--- src/rtl/cv32e40p_ft_recovery_ctrl.sv ---
// Recovery sequencer for the triplicated FT wrappers: halts the pipeline, re-syncs a
// broken replica a bounded number of times, then retires it or escalates to fatal.
//
//   state  | meaning
//   IDLE   | no recovery in progress, pick lowest pending replica
//   HALT   | pipeline halt requested, waiting for ack (bounded)
//   RESYNC | one-cycle re-sync pulse to the victim wrapper
//   CHECK  | settle wait, then re-sample the victim's broken flag
//   FATAL  | majority lost or ack timed out; absorbing until reset
module cv32e40p_ft_recovery_ctrl #(
    parameter int unsigned N_BLK       = 4,
    parameter int unsigned MAX_RETRY   = 2,
    parameter int unsigned SETTLE_CYC  = 8,
    parameter int unsigned ACK_TIMEOUT = 16,
    parameter int unsigned CNT_W       = 8
) (
    input  logic                 clk,
    input  logic                 rst_n,
    input  logic [N_BLK-1:0]     err_detected_i,
    input  logic [N_BLK-1:0]     err_corrected_i,
    input  logic [3*N_BLK-1:0]   is_broken_i,
    output logic [3*N_BLK-1:0]   set_broken_o,
    output logic                 halt_req_o,
    input  logic                 halt_ack_i,
    output logic                 resync_o,
    output logic [3:0]           resync_blk_o,
    output logic                 fatal_o,
    output logic                 busy_o,
    output logic [CNT_W-1:0]     err_cnt_o,
    output logic [CNT_W-1:0]     corr_cnt_o
);

    localparam int unsigned NB = 3 * N_BLK;
    localparam int unsigned IW = (NB > 1) ? $clog2(NB) : 1;
    localparam int unsigned RW = $clog2(MAX_RETRY + 1);
    localparam int unsigned SW = $clog2(SETTLE_CYC + 1);
    localparam int unsigned TW = (ACK_TIMEOUT > 1) ? $clog2(ACK_TIMEOUT) : 1;

    typedef enum logic [2:0] {
        S_IDLE   = 3'd0,
        S_HALT   = 3'd1,
        S_RESYNC = 3'd2,
        S_CHECK  = 3'd3,
        S_FATAL  = 3'd4
    } state_e;

    state_e           state_q, state_d;
    logic [NB-1:0]    brk_q;
    logic [NB-1:0]    pend_q, pend_d;
    logic [NB-1:0]    setb_q;
    logic [RW-1:0]    retry_q [NB];
    logic [IW-1:0]    victim_q;
    logic [3:0]       vblk_q;
    logic [1:0]       vrep_q;
    logic [SW-1:0]    settle_q;
    logic [TW-1:0]    tmo_q;
    logic [3:0]       blk_q;
    logic [CNT_W-1:0] err_cnt_q;
    logic [CNT_W-1:0] corr_cnt_q;

    logic [NB-1:0]    cap;
    logic [NB-1:0]    clr;
    logic             sel_found;
    logic [IW-1:0]    sel_idx;
    logic [3:0]       sel_blk;
    logic [1:0]       sel_rep;
    logic             brk_cur;
    logic [RW-1:0]    retry_cur;
    logic             retry_left;
    logic             settle_done;
    logic [2:0]       blk_bits;
    logic             maj_lost;

    // Edges on already-retired replicas are ignored.
    assign cap = is_broken_i & ~brk_q & ~setb_q;

    always_comb begin
        sel_found = 1'b0;
        sel_idx   = '0;
        sel_blk   = '0;
        sel_rep   = '0;
        for (int k = 0; k < int'(N_BLK); k++) begin
            for (int r = 0; r < 3; r++) begin
                if (pend_q[3*k+r] && !sel_found) begin
                    sel_found = 1'b1;
                    sel_idx   = IW'(3*k+r);
                    sel_blk   = 4'(k);
                    sel_rep   = 2'(r);
                end
            end
        end
    end

    always_comb begin
        clr = '0;
        if (state_q == S_IDLE && sel_found) begin
            clr[sel_idx] = 1'b1;
        end
        pend_d = (pend_q & ~clr) | cap;
    end

    assign brk_cur     = is_broken_i[victim_q];
    assign retry_cur   = retry_q[victim_q];
    assign retry_left  = (retry_cur < RW'(MAX_RETRY));
    assign settle_done = (settle_q <= SW'(1));
    // Wrapper replica flags as they will be once the victim is retired.
    assign blk_bits    = setb_q[3*vblk_q +: 3] | (3'b001 << vrep_q);
    assign maj_lost    = (blk_bits[0] & blk_bits[1]) | (blk_bits[0] & blk_bits[2]) |
                         (blk_bits[1] & blk_bits[2]);

    always_ff @(posedge clk or negedge rst_n) begin
        if (!rst_n) begin
            state_q <= S_IDLE;
        end else begin
            state_q <= state_d;
        end
    end

    always_comb begin
        state_d = state_q;
        case (state_q)
            S_IDLE: begin
                if (sel_found) state_d = S_HALT;
            end
            S_HALT: begin
                if (halt_ack_i)         state_d = S_RESYNC;
                else if (tmo_q == '0)   state_d = S_FATAL;
            end
            S_RESYNC: state_d = S_CHECK;
            S_CHECK: begin
                if (settle_done) begin
                    if (!brk_cur)        state_d = S_IDLE;
                    else if (retry_left) state_d = S_RESYNC;
                    else if (maj_lost)   state_d = S_FATAL;
                    else                 state_d = S_IDLE;
                end
            end
            S_FATAL: state_d = S_FATAL;
            default: state_d = S_IDLE;
        endcase
    end

    always_comb begin
        halt_req_o = 1'b0;
        resync_o   = 1'b0;
        fatal_o    = 1'b0;
        busy_o     = 1'b1;
        case (state_q)
            S_IDLE:   busy_o     = 1'b0;
            S_HALT:   halt_req_o = 1'b1;
            S_RESYNC: begin
                halt_req_o = 1'b1;
                resync_o   = 1'b1;
            end
            S_CHECK:  halt_req_o = 1'b1;
            S_FATAL: begin
                halt_req_o = 1'b1;
                fatal_o    = 1'b1;
            end
            default:  busy_o     = 1'b0;
        endcase
    end

    always_ff @(posedge clk or negedge rst_n) begin
        if (!rst_n) begin
            brk_q    <= '0;
            pend_q   <= '0;
            setb_q   <= '0;
            victim_q <= '0;
            vblk_q   <= '0;
            vrep_q   <= '0;
            settle_q <= '0;
            tmo_q    <= '0;
            blk_q    <= '0;
            for (int i = 0; i < int'(NB); i++) begin
                retry_q[i] <= '0;
            end
        end else begin
            brk_q  <= is_broken_i;
            pend_q <= pend_d;
            if (state_d == S_RESYNC) begin
                blk_q <= vblk_q;
            end
            case (state_q)
                S_IDLE: begin
                    tmo_q <= TW'(ACK_TIMEOUT - 1);
                    if (sel_found) begin
                        victim_q <= sel_idx;
                        vblk_q   <= sel_blk;
                        vrep_q   <= sel_rep;
                    end
                end
                S_HALT: begin
                    if (tmo_q != '0) tmo_q <= tmo_q - 1'b1;
                end
                S_RESYNC: begin
                    retry_q[victim_q] <= retry_cur + 1'b1;
                    settle_q          <= SW'(SETTLE_CYC);
                end
                S_CHECK: begin
                    if (!settle_done) begin
                        settle_q <= settle_q - 1'b1;
                    end else if (!brk_cur) begin
                        retry_q[victim_q] <= '0;
                    end else if (!retry_left) begin
                        setb_q[victim_q]  <= 1'b1;
                        retry_q[victim_q] <= '0;
                    end
                end
                default: ;
            endcase
        end
    end

    always_ff @(posedge clk or negedge rst_n) begin
        if (!rst_n) begin
            err_cnt_q  <= '0;
            corr_cnt_q <= '0;
        end else begin
            if ((|err_detected_i) && (err_cnt_q != '1)) begin
                err_cnt_q <= err_cnt_q + 1'b1;
            end
            if ((|err_corrected_i) && (corr_cnt_q != '1)) begin
                corr_cnt_q <= corr_cnt_q + 1'b1;
            end
        end
    end

    assign set_broken_o = setb_q;
    assign resync_blk_o = blk_q;
    assign err_cnt_o    = err_cnt_q;
    assign corr_cnt_o   = corr_cnt_q;

endmodule
--- config.mk ---
export PLATFORM = sky130hd
export DESIGN_NAME = cv32e40p_ft_recovery_ctrl
export DESIGN_NICKNAME = d
export VERILOG_FILES = /design/src/rtl/cv32e40p_ft_recovery_ctrl.sv
export SDC_FILE = /design/constraint.sdc
export NUM_CORES = 1
export LEC_CHECK = 0
export CAP_MARGIN = 20
export CORE_MARGIN = 3
export CORE_UTILIZATION = 50
export CTS_BUF_LIST = sky130_fd_sc_hd__clkbuf_4 sky130_fd_sc_hd__clkbuf_8
export DETAILED_ROUTE_END_ITERATION = 6
export PLACE_DENSITY = 0.69
export RECOVER_POWER = 25
export REMOVE_ABC_BUFFERS = 1
export SYNTH_ARGS = -nofsm -noshare
export SYNTH_HDL_FRONTEND = slang
export SYNTH_SLANG_ARGS = --single-unit
--- constraint.sdc ---
create_clock -name clk -period 2.55 [get_ports clk]
set_clock_uncertainty 0.15 [all_clocks]
set_input_delay 0.255 -clock clk [delete_from_list [all_inputs] [get_ports clk]]
set_output_delay 0.255 -clock clk [all_outputs]
set_load 0.03 [all_outputs]
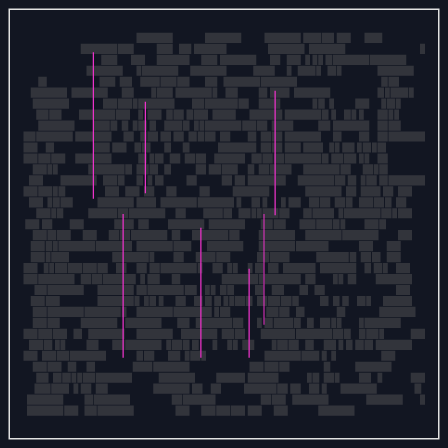
Figure 1: run 1, metal 4.
Cells faint in the background.
main direction: vertical
longest straight run: 36.0 um

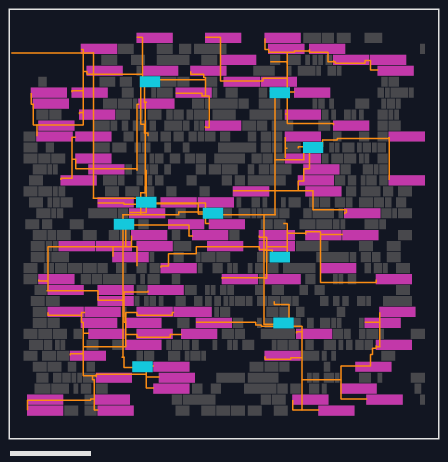
Figure 2: run 1, clock network drawn from the DEF.
Bar = 20 um.
[clock drivers] cyan | count: 9
[clock wires] orange | length: 1190 um
[flip-flops] magenta | count: 97
flops lie: all over the die

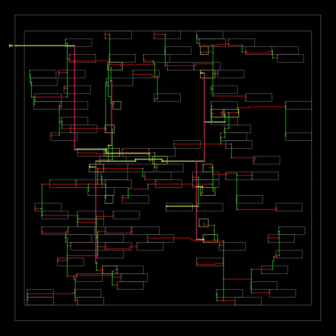
Figure 3: run 1, the clock network.
power in the clock group: 0.968 mW
clock buffer count: 9
TritonCTS Buffers: 9

## run 1: per-layer routing
metal	GRT usage, %	vias to the layer above	wire, um
met5	0	-	0
met4	7.96	0	205
met3	4.01	17	810
met2	36.8	135	5950
met1	34.4	2013	5890
li1	-	1879	-
## run 1: synth_stat cells (4+ instances only)
| cell type | instances |
|---|---|
| xor2_1 | 9 |
| nor2_1 | 44 |
| a31oi_1 | 4 |
| nor3_1 | 10 |
| ha_1 | 5 |
| inv_1 | 16 |
| xnor2_1 | 9 |
| nand2b_1 | 4 |
| nand4_1 | 6 |
| a22oi_1 | 8 |
| mux4_2 | 9 |
| buf_2 | 5 |
| buf_4 | 4 |
| a21o_1 | 9 |
| o31ai_1 | 8 |
| nand3_1 | 17 |
| or2_2 | 4 |
| mux2_4 | 4 |
| nor4_1 | 6 |
| o21ai_0 | 15 |
| nor2b_1 | 7 |
| buf_6 | 4 |
| and3_1 | 6 |
| a21oi_1 | 10 |
| a22o_1 | 11 |
| nand2_1 | 37 |
| a31o_2 | 4 |
| or3_1 | 5 |
| dfrtp_1 | 97 |
| mux2_2 | 12 |
| clkbuf_1 | 9 |
| mux2i_1 | 7 |
| a32o_1 | 4 |
| nand3b_1 | 4 |
## run 1: registers in the layout (all words and copies together) (netlist names)
name	flops
retry_q	24
brk_q	12
pend_q	12
set_broken_o	12
corr_cnt_o	8
err_cnt_o	8
settle_q	4
tmo_q	4
victim_q	4
state_q	3
resync_blk_o	2
vblk_q	2
vrep_q	2
## run 1: repair_timing
item                       CTS  global route
hold endpoints to repair    40             0
setup endpoints to repair    3            14
pin swaps                    0             0
cloned                       0             0
hold buffers                 1             0
buffers inserted             0             0
resized                      1             8
## run 1: layout make-up
cell class / count / area, um2
Clock buffer: 9 / 124
Clock inverter: 7 / 60.1
Fill cell: 778 / 3250
Inverter: 17 / 63.8
Multi-Input combinational cell: 327 / 2430
Sequential cell: 97 / 2430
Tap cell: 129 / 161
Timing Repair Buffer: 108 / 980
## run 1: cells in the final DEF (no fill, tap or decap), types with 4 or more instances in the layout
| master | n |
|---|---|
| a21o_1 | 9 |
| a21oi_1 | 10 |
| a22o_1 | 11 |
| a22oi_1 | 8 |
| a31o_2 | 4 |
| a31oi_1 | 4 |
| a32o_1 | 4 |
| and3_1 | 6 |
| buf_4 | 48 |
| clkbuf_8 | 9 |
| clkdlybuf4s50_1 | 43 |
| dfrtp_1 | 96 |
| dlygate4sd3_1 | 12 |
| ha_1 | 5 |
| inv_1 | 16 |
| mux2_2 | 12 |
| mux2_4 | 4 |
| mux2i_1 | 7 |
| mux4_2 | 9 |
| nand2_1 | 36 |
| nand2b_1 | 4 |
| nand3_1 | 17 |
| nand3b_1 | 4 |
| nand4_1 | 6 |
| nor2_1 | 44 |
| nor2b_1 | 7 |
| nor3_1 | 10 |
| nor4_1 | 5 |
| o21ai_0 | 15 |
| o31ai_1 | 8 |
| or2_2 | 4 |
| or3_1 | 5 |
| xnor2_1 | 9 |
| xor2_1 | 9 |
## run 1: through the flow
stage	instance area [um2]	std cells
4_1_cts	6210	694
3_3_place_gp	6020	677
5_1_grt	6250	694
3_5_place_dp	6020	677
2_1_floorplan	4890	441
6_report	6250	694
==> flow_metrics.tcl, run 1 <==
# flow metrics
set metrics [dict create \
    status "completed" \
    first_iter_violations 213 \
    yosysCellCount 462 \
    rsz0062_at_grt "yes" \
    p_clk_share_pct 14.4 \
    mux_share_pct 10.3 \
    yosys-dominant-comb-family "simple AND/OR/NAND/NOR gates" \
    fin_hold_ws_ns 0.308 \
    reg2reg_to "retry_q[10]" \
    reg2regPathDepth 6 \
    top_area_share_pct 48.4 \
    cts_tree "yes" \
    synthToLayoutAreaGrowth_pct 24.5 \
    vias_per_cell 5.83 \
    hold_class "input pin to register" \
    ys.flop_type "dfrtp_1" \
    hpwl_um 9740 \
    hold_viol 0 \
    power_leader "combinational logic" \
    n_antenna_cell 0 \
    whs_path_depth 2 \
    root_buffer "clkbuf_8" \
    powerSeq_mw 2.32 \
    synthArstFlopShare_pct 100 \
    chipArea_um2 11300 \
    totalWireLength_um 12900 \
    yosysTopAreaCell "dfrtp_1" \
    tns_ns 0 \
    total_power_mw 6.71 \
    syn_area_um2 5020 \
    power_switching_mw 2.84 \
    cp.arrival_ns 2.61 \
    ys_area_um2 5020 \
    finalCritPeriodShare_pct 97.7 \
    syn_inst 462 \
    grt_first_pass_wirelength_um 21200 \
    cp_cell_sequence "buf_12, mux4_2, a22oi_4, nor3b_4, or3_1, mux2_4" \
    drive_gt1_share_pct 21.1 \
    cp.depth 6 \
    drt_first_pass_iters 4 \
    endpoint "retry_q[10]" \
    antenna_found_initial 0 \
    synthDistinctLibCells 71 \
    pre_cts_ws_ns -0.0923 \
    fp.dieW_um 106 \
    track_usage_pct 23.9 \
    htreeDepth 3 \
    fin_nets 588 \
    powerDensity_nw_per_um2 1070 \
    ys_warn_count 0 \
    worst_pin_slew_ns 1.04 \
    area_leaders "dfrtp_1 (48%), mux4_2 (4.0%), nor2_1 (3.3%)" \
    die_y_um 106 \
    slew_headroom_pct 30.9 \
    vdd_drop_max_v 0.000798 \
    swShare_pct 42.4 \
    overflow 0 \
    grt_pass1_vias 4105 \
    final_core_util_pct 65.8 \
    grt_max_degree 58 \
    edf_count 0 \
    maxSlewViolCount 0 \
    num_rows 35 \
    sequentialPowerShare_pct 34.7 \
    clk-insertion-delay-late_ns 0.38 \
    max_freq_mhz 401 \
    setup_ws_ns 0.0577 \
    routedWlPerCell_um 18.5 \
    num_vias 4044 \
    synth_area_per_cell_um2 10.9 \
    cp_data_required_time_ns 2.66 \
    ys_seq_elements 97 \
    cp-end-kind "register" \
    setup_viol 0 \
    clock_sinks 97 \
    compound_area_share_pct 15.6 \
    maxCapViolCount 0 \
    cp_top_family "multiplexers" \
    crit_start "victim_q[0]" \
    crit_path_max_fanout 6 \
    ys_seq_share_pct 48.4 \
    min_to "brk_q[7]" \
    worst-path-buf-inv 1 \
    clk_pin_slew_ns 0.10 \
    ant_nets 0 \
    io_pins 59 \
    ff2ff_setup_slack_ns 0.06 \
    hp-start "is_broken_i[7]" \
    ys_sh_adder_pct 1.25 \
    p_comb_share_pct 50.9 \
    core_area_um2 9500 \
    warning_count 27 \
    initCoreUtil_pct 52.8 \
    path_class "register to register" \
    slowest_delay_ns 0.51 \
    cp-start-kind "register" \
    port_buffers 56 \
    period_needed_ns 2.49 \
    comb_power_mw 3.41 \
    r2r-start "victim_q[0]" \
    route.detailed.drc 0 \
    p_leak_nw 2.81 \
    synthXorXnorAreaFrac_pct 3.14 \
]
==> inputs of run 2 (changes only) <==
ABC_CLOCK_PERIOD_IN_PS = 2550   (was not set)
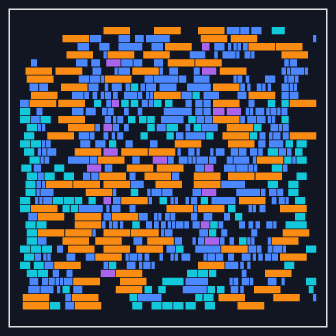
Figure 4: run 2, placed cells, one colour a class.
| class | colour | cells |
|---|---|---|
| flops | orange | 97 |
| clock drivers and dummy loads | purple | 16 |
| combinational and other logic | blue | 344 |
| other buffers and delay cells | cyan | 108 |

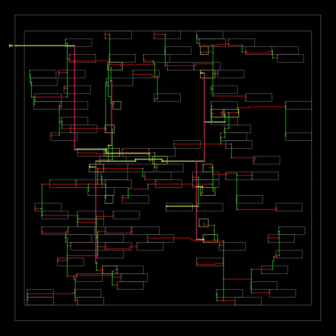
Figure 5: run 2, the clock network.
seq_cells: 97
clk sinks: 97
clk latency late pin: 0.38 ns

==> run 2 against run 1 <==
Net effect:
- register-to-register slack hardly changed
- cell count stayed put
- sequential share of layout area stayed put
- routed wire length stayed put
- die size stayed put
- clock power hardly changed
- critical path type unchanged
- largest power group unchanged
==> flow_metrics.tcl, run 2 <==
# flow metrics
set metrics [dict create \
    status "completed" \
    synthToLayoutAreaGrowth_pct 24.5 \
    ant_nets 0 \
    hpwl_um 9740 \
    root_buffer "clkbuf_8" \
    ys_seq_share_pct 48.4 \
    cp_data_required_time_ns 2.66 \
    tns_ns 0 \
    hold_class "input pin to register" \
    period_needed_ns 2.49 \
    totalWireLength_um 12900 \
    synth_area_per_cell_um2 10.9 \
    layout_top_cells "dfrtp_1 (96), buf_4 (48), nor2_1 (44)" \
    cp-end-kind "register" \
    crit_path_max_fanout 6 \
    netlist_top_cells_count "dfrtp_1 (97), nor2_1 (44), nand2_1 (37)" \
    hold_viol 0 \
    syn_inst 462 \
    vdd_drop_max_v 0.000798 \
    setup_viol 0 \
    powerDensity_nw_per_um2 1070 \
    route.detailed.drc 0 \
    area_leaders "dfrtp_1 (48%), mux4_2 (4.0%), nor2_1 (3.3%)" \
    cp.arrival_ns 2.61 \
    routedWlPerCell_um 18.5 \
    max_freq_mhz 401 \
    initCoreUtil_pct 52.8 \
    fin_nets 588 \
    die_y_um 106 \
    synthArstFlopShare_pct 100 \
    n_antenna_cell 0 \
    top_cell "dfrtp_1" \
    htreeDepth 3 \
    path_class "register to register" \
    top_area_share_pct 48.4 \
    port_buffers 56 \
    ys.flop_type "dfrtp_1" \
    core_area_um2 9500 \
    yosysCellCount 462 \
    place.gp.congestion 0.907 \
    ys_seq_elements 97 \
    slew_headroom_pct 30.9 \
    worst_pin_slew_ns 1.04 \
    maxCapViolCount 0 \
    vias_per_cell 5.83 \
    cp-start-kind "register" \
    synthDistinctLibCells 71 \
    syn_area_um2 5020 \
    finalCritPeriodShare_pct 97.7 \
    cts_buffers 9 \
    edf_count 0 \
    ys_area_um2 5020 \
    drive_gt1_share_pct 21.1 \
    track_usage_pct 23.9 \
    grt_first_pass_wirelength_um 21200 \
    clk_pin_slew_ns 0.10 \
    overflow 0 \
    rsz0062_at_grt "yes" \
    num_rows 35 \
    num_vias 4044 \
    first_iter_violations 213 \
    grt_max_degree 58 \
    fp.dieW_um 106 \
    warning_count 27 \
    p_leak_nw 2.81 \
    ys_warn_count 0 \
    grt_pass1_vias 4105 \
    antenna_found_initial 0 \
    cts_buffer_depth 2 \
    cts_tree "yes" \
    drt_first_pass_iters 4 \
    io_pins 59 \
    post_cts_buffers 0 \
    largest-register "retry_q" \
    maxSlewViolCount 0 \
    final_common_cell "dfrtp_1" \
    fin_hold_ws_ns 0.308 \
    chipArea_um2 11300 \
    largest_reg_flops 24 \
    yosysTopAreaCell "dfrtp_1" \
]
[run 2: metrics by stage]
stage	setup slack (ns)	utilization, %	area [um2]	cells	total power [mW]
floorplan	-0.143	-	4890	441	4.29
global placement	-0.0434	63.3	6020	677	5.63
finish	0.0577	65.8	6250	694	6.71
CTS	0.0264	65.4	6210	694	6.69
detailed placement	-0.0923	63.3	6020	677	5.71
global route	-0.0107	65.8	6250	694	7.12
[run 2: kinds of logic (layout without fill, tap and decap cells)]
family	after synthesis	in the layout	synth area share (%)
compound gates	102	102	15.6
xor+xnor	18	18	3.14
fa+ha+maj	5	5	1.25
buf+inv	39	141	3.94
flops	97	97	48.4
mux	34	34	10.3
other cells	1	2	0.0747
simple gates	166	166	17.3
[run 2: layout make-up]
class	count	area (um2)
clock buffer	9	124
inverter	17	63.8
fill	778	3250
tap	129	161
sequential	97	2430
multi-input combinational	327	2430
timing repair buffer	108	980
clock inverter	7	60.1
[run 2: worst max-delay path, cell delays in order, from the launching register on]
cell	delay, ns
dfrtp_2	0.47
buf_12	0.13
mux4_2	0.51
a22oi_4	0.27
nor3b_4	0.10
or3_1	0.43
mux2_4	0.32
[run 2: final timing paths]
check                                    start       endpoint  slack [ns]  depth (start not counted)
worst max-delay path               victim_q[0]    retry_q[10]        0.06                          6
worst min-delay path            is_broken_i[7]       brk_q[7]        0.31                          2
worst max register to register     victim_q[0]    retry_q[10]        0.06                          6
worst min register to register   corr_cnt_o[5]  corr_cnt_o[5]        0.34                          1
max in group asynchronous                rst_n    victim_q[0]        0.97                          3
min in group asynchronous                rst_n      pend_q[5]        0.43                          2
[run 2: repair_timing]
| action | in CTS | in global routing |
|---|---|---|
| endpoints found under the setup margin | 3 | 14 |
| endpoints found under the hold margin | 40 | 0 |
| pin swaps | 0 | 0 |
| hold buffers | 1 | 0 |
| gates resized | 1 | 8 |
[run 2: routing by layer]
metal | routed length, um | vias up | GRT usage, % | part of all wire [%]
li1 | - | 1879 | - | -
met1 | 5890 | 2013 | 34.4 | 46
met2 | 5950 | 135 | 36.8 | 46
met3 | 810 | 17 | 4.01 | 6.3
met4 | 205 | 0 | 7.96 | 1.6
met5 | 0 | - | 0 | 0
[run 2: power by group]
part           switching (mW)  total, mW  internal (mW)
logic                    1.83       3.41           1.58
registers               0.414       2.32           1.91
clock network           0.596      0.968          0.372
total                    2.84       6.71           3.86
Figure 6. Metal 4 (run 2).
Cells faint in the background.
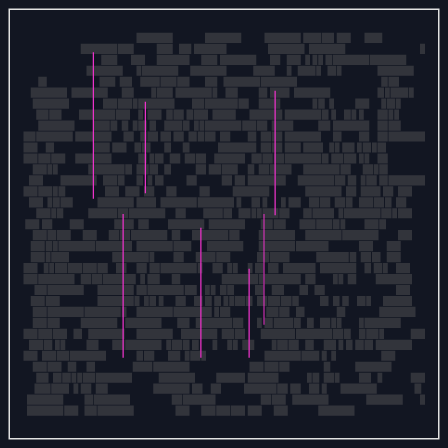

==> inputs of run 3 (changes only) <==
--- a/config.mk
+++ b/config.mk
@@ -9,8 +9,8 @@
 export CAP_MARGIN = 20
 export CORE_MARGIN = 3
-export CORE_UTILIZATION = 50
+export CORE_UTILIZATION = 58
 export CTS_BUF_LIST = sky130_fd_sc_hd__clkbuf_4 sky130_fd_sc_hd__clkbuf_8
 export DETAILED_ROUTE_END_ITERATION = 6
-export PLACE_DENSITY = 0.69
+export PLACE_DENSITY = 0.78
 export RECOVER_POWER = 25
 export REMOVE_ABC_BUFFERS = 1
==> constraint.sdc (replaced) <==
create_clock -name clk -period 2.55 [get_ports clk]
set_clock_uncertainty 0.15 [all_clocks]
set_input_delay 0.51 -clock clk [delete_from_list [all_inputs] [get_ports clk]]
set_output_delay 0.51 -clock clk [all_outputs]
set_load 0.03 [all_outputs]
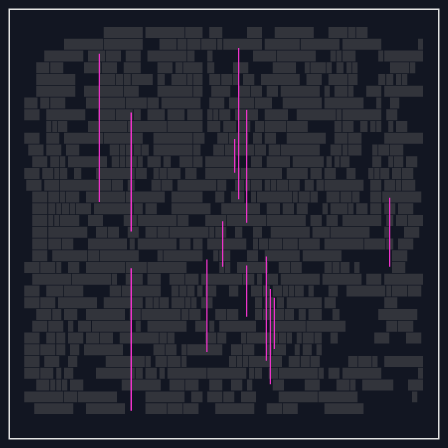
Figure 7: run 3, metal 4.
Cells faint in the background.
nets with wire on the layer: 10
longest straight run: 34.7 um
share of all routed wire: 2.2%
wire length on this layer: 277 um

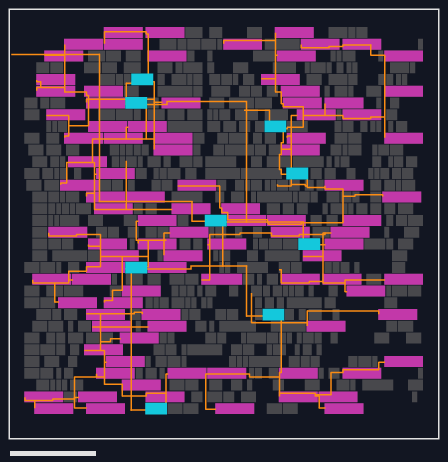
Figure 8: run 3, clock network drawn from the DEF.
Bar = 20 um.
[clock drivers] cyan | count: 9
[clock wires] orange | length: 1150 um
[flip-flops] magenta | count: 97
routed clock nets: 10
flops lie: all over the die

==> run 3 against run 2 <==
Net effect:
- first-iteration DRC count decreased by 2.3%
- register-to-register slack better by 0.03 ns
- worst setup slack lost 0.0049 ns
- critical path depth stayed put
- clock-buffer cell count up 2
- largest cell class is now flip-flops and latches
- core utilization grew 9.1 points
- largest power group unchanged
- cell area shrank 0.54%
- worst hold slack better by 0.049 ns
- via count increased by 2.7%
==> flow_metrics.tcl, run 3 <==
# flow metrics
set metrics [dict create \
    status "completed" \
    vias_per_cell 6.19 \
    p_leak_nw 2.81 \
    hpwl_um 9600 \
    compound_area_share_pct 15.6 \
    die_y_um 99.0 \
    vdd_drop_max_v 0.000614 \
    htreeDepth 3 \
    clk_pin_slew_ns 0.09 \
    io_pins 59 \
    area_leaders "dfrtp_1 (48%), mux4_2 (4.0%), nor2_1 (3.3%)" \
    ys_seq_elements 97 \
    initCoreUtil_pct 60.5 \
    mux_share_pct 10.3 \
    edf_count 0 \
    yosysTopAreaCell "dfrtp_1" \
    clk-insertion-delay-late_ns 0.37 \
    worst_pin_slew_ns 1.35 \
    drt_first_pass_iters 4 \
    largest-register "retry_q" \
    place.gp.congestion 0.970 \
    syn_inst 462 \
    ys_sh_adder_pct 1.25 \
    grt_max_degree 38 \
    nFillCells 570 \
    first_iter_violations 208 \
    ys.flop_type "dfrtp_1" \
    synthToLayoutAreaGrowth_pct 23.8 \
    max_freq_mhz 400 \
    track_usage_pct 27.4 \
    hold_viol 0 \
    ys_area_um2 5020 \
    top_area_share_pct 48.4 \
    pre_cts_ws_ns -0.322 \
    maxCapViolCount 0 \
    totalWireLength_um 12600 \
    cts_buffers 9 \
    ys_seq_share_pct 48.4 \
    port_buffers 56 \
    post_cts_buffers 0 \
    cts_buffer_depth 2 \
    finalCritPeriodShare_pct 97.9 \
    top_cell "dfrtp_1" \
    yosys-dominant-comb-family "simple AND/OR/NAND/NOR gates" \
    fp.dieW_um 99.0 \
    syn_area_um2 5020 \
    cp-end-kind "register" \
    synthArstFlopShare_pct 100 \
    maxSlewViolCount 0 \
    ys_warn_count 0 \
    period_needed_ns 2.50 \
    powerDensity_nw_per_um2 1070 \
    rsz0062_at_grt "no" \
    core_area_um2 8300 \
    layout_top_cells "dfrtp_1 (96), clkdlybuf4s50_1 (48), buf_4 (48)" \
    setup_ws_ns 0.0528 \
    crit_path_max_fanout 4 \
    fin_hold_ws_ns 0.357 \
    path_class "input pin to register" \
    cp-start-kind "input pin" \
    n_antenna_cell 0 \
    synthXorXnorAreaFrac_pct 3.14 \
    cp_data_required_time_ns 2.66 \
    setup_viol 0 \
    final_common_cell "dfrtp_1" \
    clock_sinks 97 \
    root_buffer "clkbuf_8" \
    drive_gt1_share_pct 20.5 \
    antenna_found_initial 0 \
    num_rows 33 \
    slew_headroom_pct 10.3 \
    route.detailed.drc 0 \
    grt_pass1_vias 4236 \
    routedWlPerCell_um 18.7 \
    cp.arrival_ns 2.60 \
]
[run 3: worst max-delay path: stages]
cell	delay [ns]
clkdlybuf4s50_1	0.45
mux4_2	0.52
a22oi_4	0.28
and2b_1	0.23
o221ai_1	0.24
mux2_2	0.37
[run 3: area by class of cell]
cell class	instances	area, um2	share of cell area [%]
Clock inverter	4	30.0	0.483
Sequential cell	97	2430	39.1
Multi-Input combinational cell	327	2400	38.6
Clock buffer	11	145	2.34
Timing Repair Buffer	110	1010	16.3
Tap cell	105	131	2.11
Inverter	17	63.8	1.03
[run 3: what timing repair did]
| item | 4_1_cts | 5_1_grt |
|---|---|---|
| resized | 3 | 2 |
| pin swaps | 0 | 0 |
| hold endpoints to repair | 21 | 0 |
| hold buffers | 1 | 0 |
| setup endpoints to repair | 3 | 6 |
[run 3: final timing paths]
| kind | start | end | slack (ns) | depth (start not counted) |
|---|---|---|---|---|
| setup / recovery | is_broken_i[7] | resync_blk_o[1] | 0.05 | 6 |
| hold / removal | retry_q[7] | retry_q[7] | 0.36 | 1 |
| setup reg to reg | victim_q[0] | resync_blk_o[1] | 0.09 | 6 |
| hold reg to reg | retry_q[7] | retry_q[7] | 0.36 | 1 |
| max in group asynchronous | rst_n | retry_q[19] | 0.49 | 3 |
| min in group asynchronous | rst_n | pend_q[5] | 0.80 | 2 |
[run 3: per-stage QoR]
| stage | area [um2] | cells | setup TNS (ns) |
|---|---|---|---|
| 2_1_floorplan | 4890 | 441 | -0.949 |
| 3_3_place_gp | 6040 | 655 | -5.48 |
| 3_5_place_dp | 6040 | 655 | -7.46 |
| 4_1_cts | 6220 | 671 | 0 |
| 5_1_grt | 6210 | 671 | 0 |
| 6_report | 6210 | 671 | 0 |
[run 3: logic make-up (layout without fill, tap and decap cells)]
| logic type | count (synthesis) | in the layout |
|---|---|---|
| AOI/OAI and AO/OA | 102 | 102 |
| xor gates and xnor gates | 18 | 18 |
| adders and majority gates | 5 | 5 |
| buffers and inverters | 39 | 142 |
| DFF | 97 | 97 |
| muxes | 34 | 34 |
| other | 1 | 2 |
| and+or+nand+nor | 166 | 166 |
[run 3: metal layers]
layer	GRT usage, %	part of all wire, %	up-vias
li1	-	-	1888
met2	42.9	47	162
met5	0	0	-
met4	9.87	2.2	0
met3	6.44	6.6	27
met1	37.6	44	2076
[run 3: where the power goes]
group,leakage [nW],internal [mW],switching (mW),total [mW]
clock,0.0771,0.387,0.536,0.923
sequential,1.18,1.91,0.448,2.36
combinational,1.55,1.59,1.79,3.38
total,2.81,3.89,2.78,6.66
Power and IR drop assume default switching activity.
